File: src/rtl/vec_sequencer_pkg.sv
// Shared codes for the vector command sequencer: funct3 classes, bus codes, FSM states.
// Optional VSETVL support is enabled with VEC_SEQUENCER_VSETVL_EN.
package vec_sequencer_pkg;

    localparam logic [2:0] F3_ALU_VV = 3'd0;
    localparam logic [2:0] F3_ALU_VI = 3'd1;
    localparam logic [2:0] F3_MUL    = 3'd2;
    localparam logic [2:0] F3_ACC    = 3'd3;
    localparam logic [2:0] F3_VSETVL = 3'd4;

    localparam logic [1:0] BUS_NONE = 2'b00;
    localparam logic [1:0] BUS_ALU  = 2'b01;
    localparam logic [1:0] BUS_MUL  = 2'b10;
    localparam logic [1:0] BUS_ACC  = 2'b11;

    localparam logic [31:0] ILLEGAL_RSP_DEFAULT = 32'hFFFF_FFFF;
    localparam logic [5:0]  VLEN_MAX            = 6'd32;

    typedef enum logic [1:0] {
        S_IDLE  = 2'd0,
        S_ISSUE = 2'd1,
        S_WB    = 2'd2,
        S_RESP  = 2'd3
    } state_e;

    typedef enum logic [2:0] {
        OP_ALU_VV = 3'd0,
        OP_ALU_VI = 3'd1,
        OP_MUL    = 3'd2,
        OP_ACC    = 3'd3,
        OP_VSET   = 3'd4,
        OP_ILL    = 3'd5
    } op_e;

    // Index of the final pass for a grouped ALU op (2^lmul passes, lmul <= 3).
    function automatic logic [2:0] last_pass(input logic [2:0] lmul);
        case (lmul)
            3'd0:    return 3'd0;
            3'd1:    return 3'd1;
            3'd2:    return 3'd3;
            default: return 3'd7;
        endcase
    endfunction

endpackage

File: src/rtl/vec_cmd_decode.sv
// Combinational decode of function_id into op class, ALU mode and illegal flag.
// VSETVL is only a legal class when VEC_SEQUENCER_VSETVL_EN is defined.
module vec_cmd_decode
    import vec_sequencer_pkg::*;
(
    input  logic [9:0] function_id,
    input  logic [2:0] vset_lmul,
    output op_e        op,
    output logic [1:0] alu_mode,
    output logic       illegal
);

    logic [2:0] funct3;
    logic [6:0] funct7;
    logic       unused_funct7;

    assign funct3        = function_id[2:0];
    assign funct7        = function_id[9:3];
    assign unused_funct7 = ^funct7[6:2];

`ifndef VEC_SEQUENCER_VSETVL_EN
    logic unused_lmul;
    assign unused_lmul = ^vset_lmul;
`endif

    always_comb begin
        op       = OP_ILL;
        alu_mode = 2'b00;
        case (funct3)
            F3_ALU_VV: begin
                op       = OP_ALU_VV;
                alu_mode = funct7[1:0];
            end
            F3_ALU_VI: begin
                op       = OP_ALU_VI;
                alu_mode = funct7[1:0];
            end
            F3_MUL: op = OP_MUL;
            F3_ACC: op = OP_ACC;
`ifdef VEC_SEQUENCER_VSETVL_EN
            // LMUL above 8 has no pass schedule, so it is rejected here.
            F3_VSETVL: if (vset_lmul <= 3'd3) op = OP_VSET;
`endif
            default: op = OP_ILL;
        endcase
    end

    assign illegal = (op == OP_ILL);

endmodule

File: src/rtl/vec_sequencer.sv
// Vector command sequencer: accepts one command, runs ISSUE/WB passes, returns one response.
// Define VEC_SEQUENCER_VSETVL_EN to make vlmul/vlen programmable through VSETVL.
module vec_sequencer
    import vec_sequencer_pkg::*;
#(
    parameter int          NREG        = 32,
    parameter logic [31:0] ILLEGAL_RSP = ILLEGAL_RSP_DEFAULT
) (
    input  logic        clk,
    input  logic        reset,
    input  logic        cmd_valid,
    output logic        cmd_ready,
    input  logic [9:0]  cmd_payload_function_id,
    input  logic [31:0] cmd_payload_inputs_0,
    input  logic [31:0] cmd_payload_inputs_1,
    output logic        rsp_valid,
    input  logic        rsp_ready,
    output logic [31:0] rsp_payload_outputs_0,
    output logic [4:0]  reg_op0_sel,
    output logic [4:0]  reg_op1_sel,
    output logic [4:0]  reg_wb_sel,
    output logic        reg_load,
    output logic [1:0]  bus_sel,
    output logic [1:0]  alu_mode,
    output logic        alu_op1_sel,
    output logic [7:0]  alu_imm,
    output logic [2:0]  vlmul,
    output logic [5:0]  vlen,
    input  logic [7:0]  acc_in,
    output logic        busy
);

    // Register indices wrap around the file; NREG is expected to be a power of two.
    localparam logic [4:0] IDX_MASK = 5'(NREG - 1);

    state_e      state, state_next;
    op_e         dec_op, op_q;
    logic [1:0]  dec_mode, mode_q;
    logic        dec_illegal;
    logic [7:0]  imm_q;
    logic [4:0]  vd_q, vs0_q, vs1_q;
    logic [2:0]  pass_q, last_q;
    logic [31:0] payload_q;
    logic [5:0]  vlen_new;
    logic        accept, is_alu, unused_in;

    vec_cmd_decode u_decode (
        .function_id (cmd_payload_function_id),
        .vset_lmul   (cmd_payload_inputs_1[2:0]),
        .op          (dec_op),
        .alu_mode    (dec_mode),
        .illegal     (dec_illegal)
    );

    assign unused_in = ^cmd_payload_inputs_1[31:8];
    assign accept    = cmd_valid && cmd_ready;
    assign vlen_new  = (cmd_payload_inputs_0 > 32'd32) ? VLEN_MAX : cmd_payload_inputs_0[5:0];
    assign is_alu    = (op_q == OP_ALU_VV) || (op_q == OP_ALU_VI);

`ifdef VEC_SEQUENCER_VSETVL_EN
    always_ff @(posedge clk or negedge reset) begin
        if (!reset) begin
            vlmul <= 3'd0;
            vlen  <= VLEN_MAX;
        end else if (accept && dec_op == OP_VSET) begin
            vlmul <= cmd_payload_inputs_1[2:0];
            vlen  <= vlen_new;
        end
    end
`else
    assign vlmul = 3'd0;
    assign vlen  = VLEN_MAX;
`endif

    always_ff @(posedge clk or negedge reset) begin
        if (!reset) state <= S_IDLE;
        else        state <= state_next;
    end

    always_comb begin
        state_next = state;
        case (state)
            S_IDLE:  if (accept) state_next = (dec_illegal || dec_op == OP_VSET) ? S_RESP : S_ISSUE;
            S_ISSUE: state_next = S_WB;
            S_WB:    state_next = (pass_q == last_q) ? S_RESP : S_ISSUE;
            S_RESP:  if (rsp_ready) state_next = S_IDLE;
            default: state_next = S_IDLE;
        endcase
    end

    // Command is captured at accept so the requester may change its payload afterwards.
    always_ff @(posedge clk or negedge reset) begin
        if (!reset) begin
            op_q      <= OP_ALU_VV;
            mode_q    <= 2'b00;
            imm_q     <= 8'h00;
            vd_q      <= 5'd0;
            vs0_q     <= 5'd0;
            vs1_q     <= 5'd0;
            pass_q    <= 3'd0;
            last_q    <= 3'd0;
            payload_q <= 32'h0;
        end else if (accept) begin
            op_q      <= dec_op;
            mode_q    <= dec_mode;
            imm_q     <= (dec_op == OP_ALU_VI) ? cmd_payload_inputs_1[7:0] : 8'h00;
            vd_q      <= cmd_payload_inputs_0[4:0];
            vs0_q     <= cmd_payload_inputs_0[9:5];
            vs1_q     <= cmd_payload_inputs_0[14:10];
            pass_q    <= 3'd0;
            last_q    <= (dec_op == OP_ALU_VV || dec_op == OP_ALU_VI) ? last_pass(vlmul) : 3'd0;
            payload_q <= dec_illegal        ? ILLEGAL_RSP :
                         (dec_op == OP_VSET) ? {26'b0, vlen_new} : 32'h0;
        end else if (state == S_WB) begin
            pass_q <= pass_q + 3'd1;
            if (op_q == OP_ACC) payload_q <= {24'b0, acc_in};
        end
    end

    always_comb begin
        reg_op0_sel = 5'd0;
        reg_op1_sel = 5'd0;
        reg_wb_sel  = 5'd0;
        reg_load    = 1'b0;
        bus_sel     = BUS_NONE;
        alu_mode    = 2'b00;
        alu_op1_sel = 1'b0;
        alu_imm     = 8'h00;
        if (state == S_ISSUE || state == S_WB) begin
            reg_op0_sel = (vs0_q + 5'(pass_q)) & IDX_MASK;
            reg_op1_sel = (vs1_q + 5'(pass_q)) & IDX_MASK;
            reg_wb_sel  = (vd_q + 5'(pass_q)) & IDX_MASK;
            if (is_alu) begin
                alu_mode    = mode_q;
                alu_op1_sel = (op_q == OP_ALU_VI);
                alu_imm     = imm_q;
            end
            if (state == S_WB) begin
                reg_load = 1'b1;
                case (op_q)
                    OP_MUL:  bus_sel = BUS_MUL;
                    OP_ACC:  bus_sel = BUS_ACC;
                    default: bus_sel = BUS_ALU;
                endcase
            end
        end
    end

    assign cmd_ready             = reset && (state == S_IDLE);
    assign busy                  = (state != S_IDLE);
    assign rsp_valid             = (state == S_RESP);
    assign rsp_payload_outputs_0 = rsp_valid ? payload_q : 32'h0;

endmodule

File: config.mk
export PLATFORM = sky130hd
export DESIGN_NAME = vec_sequencer
export DESIGN_NICKNAME = d
export VERILOG_FILES = /design/src/rtl/vec_sequencer_pkg.sv /design/src/rtl/vec_cmd_decode.sv /design/src/rtl/vec_sequencer.sv
export SDC_FILE = /design/constraint.sdc
export NUM_CORES = 1
export LEC_CHECK = 0
export CELL_PAD_IN_SITES_DETAIL_PLACEMENT = 1
export CELL_PAD_IN_SITES_GLOBAL_PLACEMENT = 2
export CORE_MARGIN = 8
export CORE_UTILIZATION = 21
export CTS_BUF_LIST = sky130_fd_sc_hd__clkbuf_16
export CTS_CLUSTER_SIZE = 8
export DETAILED_ROUTE_END_ITERATION = 8
export PLACE_DENSITY = 0.84
export SLEW_MARGIN = 20
export SYNTH_ARGS = -nofsm -noshare
export SYNTH_HDL_FRONTEND = slang
export SYNTH_SLANG_ARGS = --single-unit
File: constraint.sdc
create_clock -name clk -period 2.85 [get_ports clk]
set_input_delay 0.4275 -clock clk [delete_from_list [all_inputs] [get_ports clk]]
set_output_delay 0.4275 -clock clk [all_outputs]
set_load 0.05 [all_outputs]
**Run 1: wiring by layer**

Only two layers are drawn.
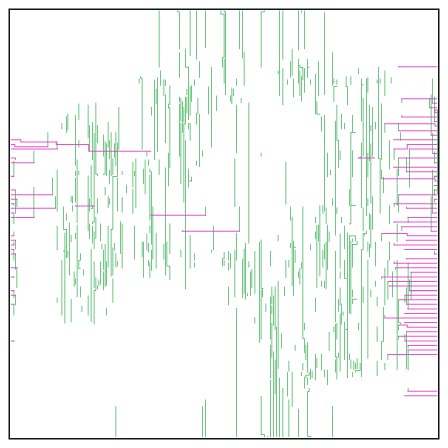
Key: green = metal 2 [wire length 3,790 microns]; magenta = metal 3 [wire length 699 microns]

**Run 1: wires at chosen ports, followed through buffers**

Scale bar: 50 microns.
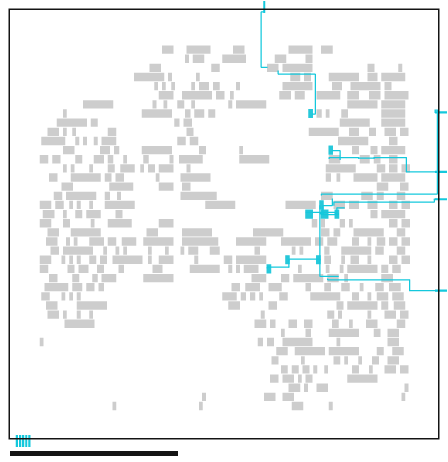
Key: cyan = cmd_payload_function_id [bits 10, direction input, edge 5 south, 4 east, 1 north, end cells 9, buffers 5, wire 289 microns]

**Run 1: M1 wires**

Scale bar: 50 microns. Supply wires on this layer in gray. Cells faint in the background.
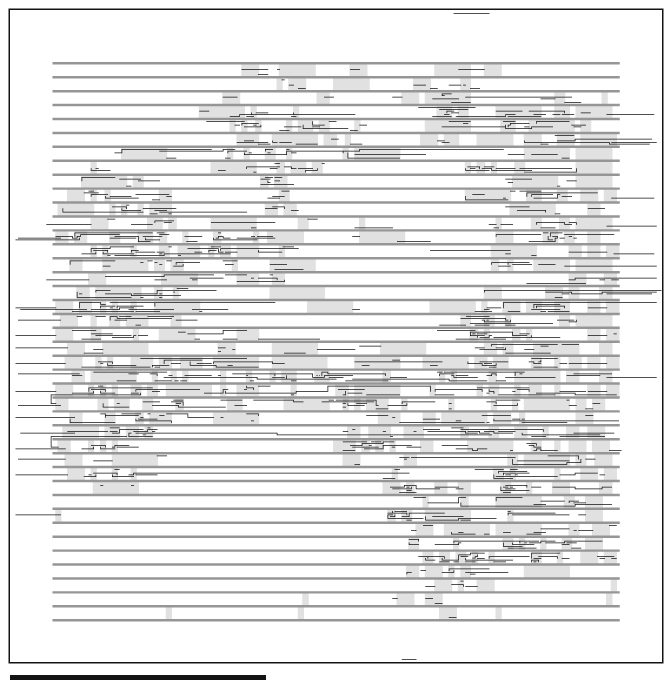
The wires run mostly horizontal. 372 nets have wire on it. The longest straight run is 53.8 microns. The layer holds 44% of the routed length. The layer carries 3,530 microns of wire.

**Run 1: routing congestion map**

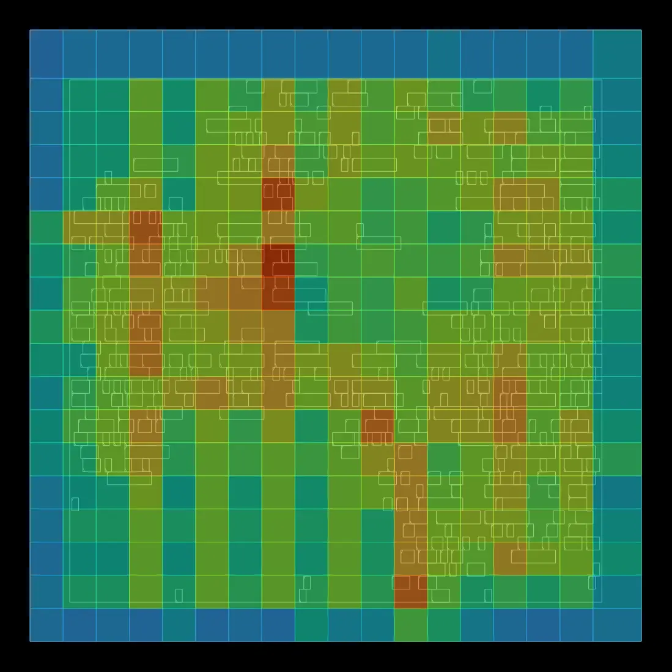
routed length per instance: 14.70 microns
met3 Resource Use GR: 3.037%
met2 Track Usage GR: 17.20%

==> flow_summary.json, run 1 <==
{
  "status": "finished, final reports clean",
  "grt_max_degree": 25,
  "reg2reg_depth": 6,
  "slew_headroom_pct": 61.63,
  "worst_pin_slew_ns": 0.5734,
  "area_growth_syn_to_layout_pct": 49.33,
  "worstReg2RegStart": "state[1]$_DFFE_PN0P_",
  "pwr-share-clk_pct": 13.9,
  "top_layer_used": "met4",
  "numCtsBuffers": 5,
  "via_per_inst": 4.069,
  "r2r_end": "payload_q[3]$_DFFE_PN0P_",
  "inv_count": 11,
  "logic_area_sq_um": 1242,
  "hold_class": "in2async",
  "buffers": 113,
  "hold_viol": 0,
  "grt_pass1_vias": 2473,
  "fin_cells": 548,
  "top_area_cell": "dfrtp_1",
  "edf_count": 0,
  "drc": 0,
  "top_cell": "nand2_1",
  "worstPathCellList": "ha_1 > inv_1 > fa_1 > nor2b_1 > o21ai_1 > xnor2_1 > and2_1 > buf_12",
  "syn_area_per_cell_sq_um": 8.831,
  "critPathSlowestCell": "dfrtp_1",
  "regMostFlops": "payload_q",
  "crit_start": "pass_q[0]$_DFFE_PN0P_",
  "area_dominant_class": "logic gates",
  "overflow": 0,
  "finalSetupTns_ns": 0,
  "critPathTopFamily": "adder cells",
  "p_switching_mw": 2.677,
  "cp.arrival_ns": 2.17,
  "seq_share_pct": 27.02,
  "yosys_warnings": 0,
  "pre_cts_ws_ns": 0.5256,
  "final_nets": 483,
  "cts_resized": 0,
  "finalSetupViolations": 0,
  "logic_gates": 206,
  "dieArea_sq_um": 16220,
  "topCellsByArea": "dfrtp_1, nand2_1, buf_4, and2_1, ha_1",
  "core_area_sq_um": 12060,
  "synth_cell_type_count": 30,
  "ff_type": "dfrtp_1"
}
**Run 1: where the registers sit**

Scale bar: 50 microns. Other sequential cells in the stronger gray, the rest of the logic in the fainter gray.
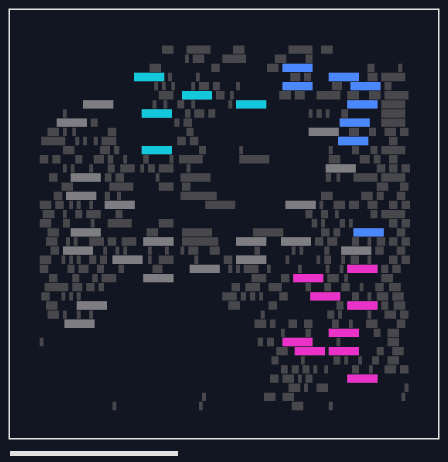

## Run 2: what changed since run 1
PLACE_DENSITY = default   (was 0.84)
PLACE_DENSITY_LB_ADDON = 0.1   (was default)
**Run 2: where the registers sit**

Scale bar: 50 microns. Other sequential cells in the stronger gray, the rest of the logic in the fainter gray.
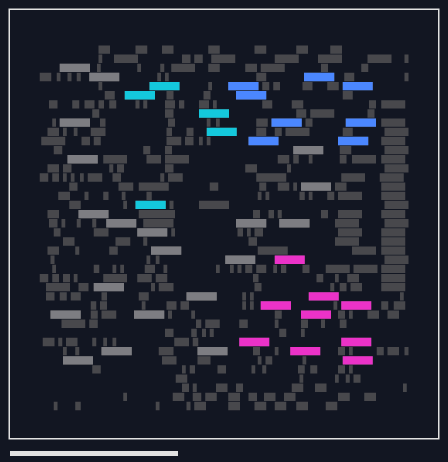
Key: blue = imm_q [placed flops 8]; cyan = vs1_q [placed flops 5]; magenta = payload_q [placed flops 9]
Another 20 sequential cells are not colored.

**Run 2: M1 wires**

Scale bar: 50 microns. Supply wires on this layer in gray. Cells faint in the background.
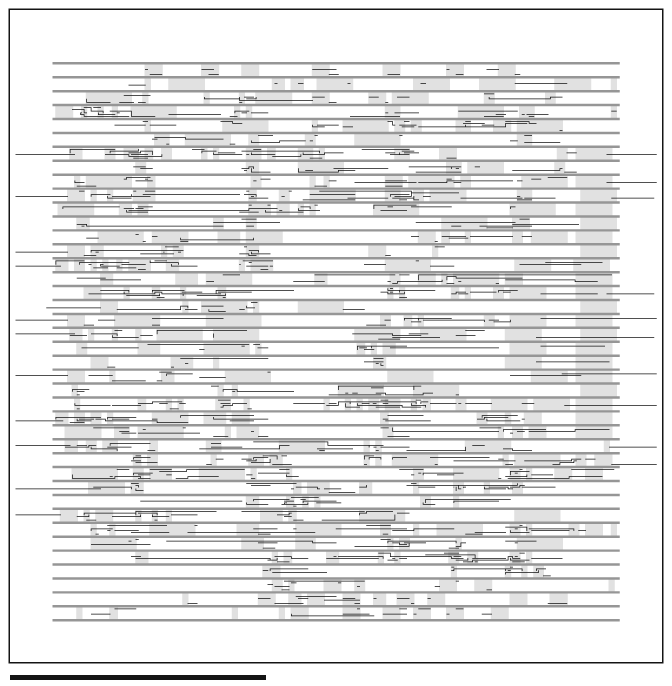
The layer carries 3,390 microns of wire. The wires run mostly horizontal. The longest straight run is 37.7 microns.

==> run 2 against run 1 <==
Fmax rose by 0.25%. Wire length hardly changed. Hold slack better by 0.15 ns. Critical endpoint is now reg_wb_sel[4]. Worst setup slack improved by 0.0065 ns. Sequential share of layout area down 1.9 points. Clock power fell by 14%. Highest routed layer unchanged. Critical path depth stayed put. Die area unchanged. Sequential power barely moved. Critical path type unchanged. Cell count decreased by 0.55%. Non-clock buffer count fell by 2.
==> flow_summary.json, run 2 <==
{
  "top_area_cell": "dfrtp_1",
  "worstReg2RegStart": "state[1]$_DFFE_PN0P_",
  "logic_gates": 206,
  "critPathSlowestCell": "dfrtp_1",
  "crit_start": "pass_q[0]$_DFFE_PN0P_",
  "use_met3_pct": 3.494,
  "fin_cells": 545,
  "ff_type": "dfrtp_1",
  "slew_headroom_pct": 59.50,
  "drc": 0,
  "top_cell": "nand2_1",
  "hold_viol": 0,
  "logic_area_sq_um": 1247,
  "top_layer_used": "met4",
  "hold_class": "in2async",
  "r2r_end": "imm_q[3]$_DFFE_PN0P_",
  "reg2reg_depth": 6,
  "overflow": 0,
  "p_switching_mw": 2.682,
  "inv_count": 11,
  "status": "finished, final reports clean",
  "pre_cts_ws_ns": 0.5315
}
Power and IR drop assume default switching activity.
